floorplan.png
Pins as bars on the die edge. Tap cells in gray.
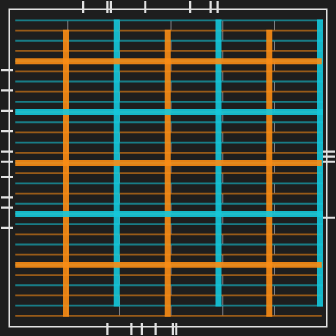
class_map.png
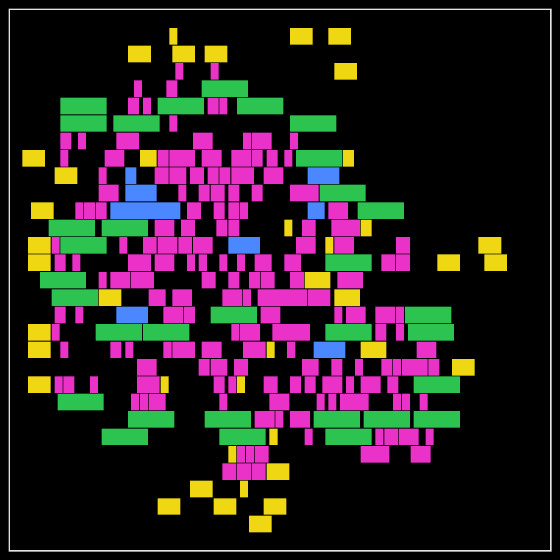
clock_wires.png
The bar under the picture is 20 um long.
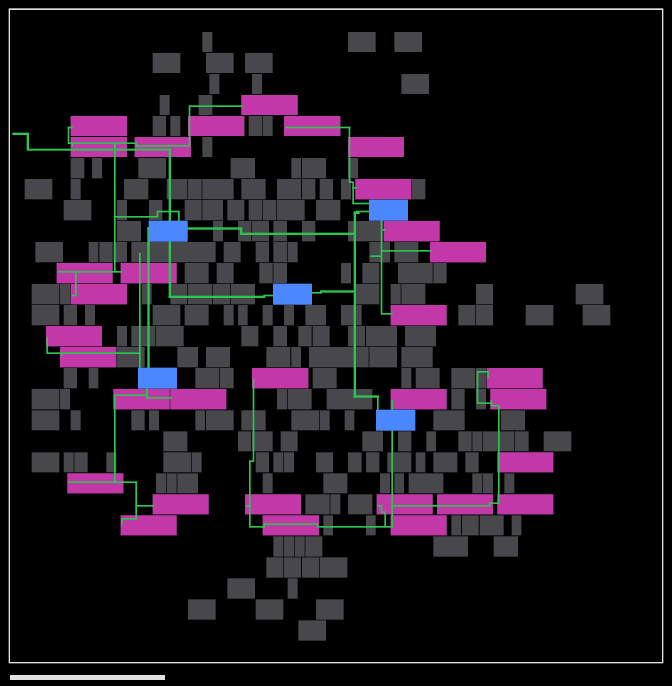
==> src/rtl/truth_table_probe.sv <==
// Sweeps the eight input rows of a 3-input combinational block, samples its output
// per row and assembles the 8-bit truth-table code (row 000 -> MSB), compared to an expected code.
module truth_table_probe #(
  parameter int SETTLE_CYCLES = 4,
  parameter int ROW_W         = 8
) (
  input  logic       clk,
  input  logic       rst,
  input  logic       start,
  input  logic [7:0] expected,
  output logic       probe_in1,
  output logic       probe_in2,
  output logic       probe_in3,
  input  logic       probe_out,
  output logic       busy,
  output logic       done,
  output logic [7:0] table_out,
  output logic       match,
  output logic       unstable
);

  typedef enum logic [1:0] {S_IDLE, S_DRIVE, S_DONE} state_t;

  localparam logic [ROW_W-1:0] PRE_CNT  = ROW_W'(SETTLE_CYCLES - 1);
  localparam logic [ROW_W-1:0] LAST_CNT = ROW_W'(SETTLE_CYCLES);
  localparam logic [ROW_W-1:0] CNT_ONE  = {{(ROW_W-1){1'b0}}, 1'b1};

  state_t           state, state_nxt;
  logic [2:0]       row;
  logic [ROW_W-1:0] cnt;
  logic             pre;
  logic [7:0]       exp_q;
  logic [7:0]       tbl_nxt;
  logic             row_end;

  assign row_end = (state == S_DRIVE) && (cnt == LAST_CNT);

  always_ff @(posedge clk) begin
    if (rst) state <= S_IDLE;
    else     state <= state_nxt;
  end

  always_comb begin
    state_nxt = state;
    case (state)
      S_IDLE:  if (start) state_nxt = S_DRIVE;
      S_DRIVE: if (row_end && row == 3'd7) state_nxt = S_DONE;
      S_DONE:  state_nxt = S_IDLE;
      default: state_nxt = S_IDLE;
    endcase
  end

  // Table with the current row's final sample merged in, so match can be
  // registered on the same edge that completes the sweep.
  always_comb begin
    tbl_nxt = table_out;
    if (row_end) tbl_nxt[3'd7 - row] = probe_out;
  end

  always_ff @(posedge clk) begin
    if (rst) begin
      row       <= 3'd0;
      cnt       <= '0;
      pre       <= 1'b0;
      exp_q     <= 8'h00;
      table_out <= 8'h00;
      match     <= 1'b0;
      unstable  <= 1'b0;
    end else begin
      case (state)
        S_IDLE: begin
          if (start) begin
            exp_q     <= expected;
            table_out <= 8'h00;
            match     <= 1'b0;
            unstable  <= 1'b0;
            row       <= 3'd0;
            cnt       <= '0;
          end
        end
        S_DRIVE: begin
          cnt <= cnt + CNT_ONE;
          if (cnt == PRE_CNT) pre <= probe_out;
          if (row_end) begin
            table_out <= tbl_nxt;
            if (probe_out != pre) unstable <= 1'b1;
            if (row == 3'd7) begin
              match <= (tbl_nxt == exp_q);
            end else begin
              row <= row + 3'd1;
              cnt <= '0;
            end
          end
        end
        default: begin
          row <= 3'd0;
          cnt <= '0;
        end
      endcase
    end
  end

  assign busy      = (state == S_DRIVE);
  assign done      = (state == S_DONE);
  assign probe_in1 = busy & row[2];
  assign probe_in2 = busy & row[1];
  assign probe_in3 = busy & row[0];

endmodule
==> config.mk <==
export PLATFORM = sky130hd
export DESIGN_NAME = truth_table_probe
export DESIGN_NICKNAME = d
export VERILOG_FILES = /design/src/rtl/truth_table_probe.sv
export SDC_FILE = /design/constraint.sdc
export NUM_CORES = 1
export LEC_CHECK = 0
export CORE_UTILIZATION = 26
export DETAILED_ROUTE_END_ITERATION = 7
export GPL_ROUTABILITY_DRIVEN = 0
export GPL_TIMING_DRIVEN = 0
export SKIP_CTS_REPAIR_TIMING = 1
export SYNTH_ARGS = -nofsm -noshare
export SYNTH_HDL_FRONTEND = slang
export SYNTH_SLANG_ARGS = --single-unit
==> constraint.sdc <==
create_clock -name clk -period 5.19 [get_ports clk]
set_clock_uncertainty 0.1 [all_clocks]
set_input_delay 0.7785 -clock clk [delete_from_list [all_inputs] [get_ports clk]]
set_output_delay 0.7785 -clock clk [all_outputs]
set_load 0.02 [all_outputs]
==> Slide: Implementation Results <==
Synthesis and Place & Route Summary

Run status
  • Status: finished with violations
  • Failing checks: DRC

Place
  • Placed Cells: 314
  • Pre-CTS setup slack: 2.546 ns

Logic synthesis
  • Simple share: 28.58%
  • Post-synthesis area per instance: 8.322 um^2
  • Mux frac, synth: 5.248%
  • XOR-XNOR Cells, Area Fraction: 6.454%
  • Synth cell types: 46
  • # Cells Yosys: 212
  • Flip-flops with a built-in enable: 0
  • Yosys Chip Area: 1764 um^2
  • Top-area cell share: 36.31%
  • Synth flops: 32
  • Aoi share: 14.47%
  • Netlist Area Pre-Place: 1764 um^2
  • Largest logic family: simple AND/OR/NAND/NOR gates
  • Post-synth top cells: 32 x dfxtp_1, 26 x nor2_1, 22 x nand2_1
  • Top-count cell post-synth: dfxtp_1
  • Seq share, synth: 36.31%

Cells and area
  • Leading cell kind: combinational gates
  • ANT cells: 0
  • Layout cells sized above 1: 8.980%
  • Flip-flops: 32
  • Clkbuf count: 5
  • Data buffer area share: 15.09%
  • Logic Gate Count: 159

Global routing
  • Total track usage: 13.27%
  • Remaining Overflow, GRT: 0
  • Initial antenna violation count: 0
  • Met2 GRT Util: 21.61%
  • Largest net degree at the start of global routing: 12

Route
  • Routed Antenna Nets: 0
  • First-pass iteration count of the detailed router: 6
  • Violation tally from detailed-route iteration zero: 96
  • Top sig layer: met4
  • DRC errors left: 2
  • DR WL/cell: 13.59 um
  • Final wirelength: 4.376 mm
  • DR vias: 1609
  • Routed wl met3: 204 um

Critical path
  • Delay of the slowest critical-path stage: 0.60 ns
  • CP Class: flop to output port
  • Crit path cell chain: nor2b_1 -> clkbuf_1 -> and2_1 -> clkdlybuf4s50_1
  • Critical path endpoint: probe_in1
  • Crit path depth: 4
  • Reg2Reg Setup Slack: 2.85 ns
  • Worst path bufs/invs: 2
  • CP Data Required Time: 4.31 ns
  • Reg2reg end: match$_SDFFE_PP0P_
  • CP Launch Type: flop

Power and ir drop
  • Internal power: 416.8 uW
  • Switching part of the total: 24.20%
  • Leakage: 0.7807 nW
  • Combinational power share: 9.8%
  • Flop pwr share: 46.8%

Clock network
  • Inserted Clock Buffers: 5
  • Htree depth: 2
  • Root buffer cell: clkbuf_8

Job
  • Tool warnings: 27
  • Total of max-cap violations: 0

Floorplanning
  • Starting density of the core: 27.31%
  • Tap Count: 77

STA
  • Setup TNS: 0 ns
  • FMAX: 357.5 MHz
  • Post-layout period usage: 53.89%
  • Post-route setup slack: 2.393 ns
  • Hold_ws: 0.3767 ns
  • Finish-stage setup viols: 0
  • Slew headroom: 62.55%
  • Final hold violation count: 0
  • RSZ-0062 raised after global routing: false
  • Minimum clock period: 2.797 ns

Worst hold path
  • Hold Crit Start: match$_SDFFE_PP0P_
  • WHS Endpoint: match$_SDFFE_PP0P_
About floorplan.png:
legend:
  cyan:
    net: VDD
  orange:
    net: VSS
signal pins: 27
rows: 29
Die H: 84.38 um
core area: 6459 um^2
Max IR drop VDD: 0.1799 mV

About class_map.png:
legend:
  yellow:
    class: remaining buffers and delay cells
    cells: 40
    share_of_their_area: 16%
  green:
    class: registers
    cells: 32
    share_of_their_area: 30%
  magenta:
    class: remaining logic cells
    cells: 165
    share_of_their_area: 49%
  blue:
    class: clock drivers and dummy loads
    cells: 8
    share_of_their_area: 5.2%
fin util: 34.41%
row count: 29
post-route cell area: 2222 um^2
Seq area share: 28.83%

About clock_wires.png:
legend:
  green:
    item: clock wires
    length: 437 um
  magenta:
    item: flip-flops
    count: 32
  blue:
    item: clock-net drivers
    count: 5
routed clock nets: 6
Clk pwr share: 43.4%
clk_lat worst skew: 0.29 ns

Power is estimated from default activity; no workload was simulated.
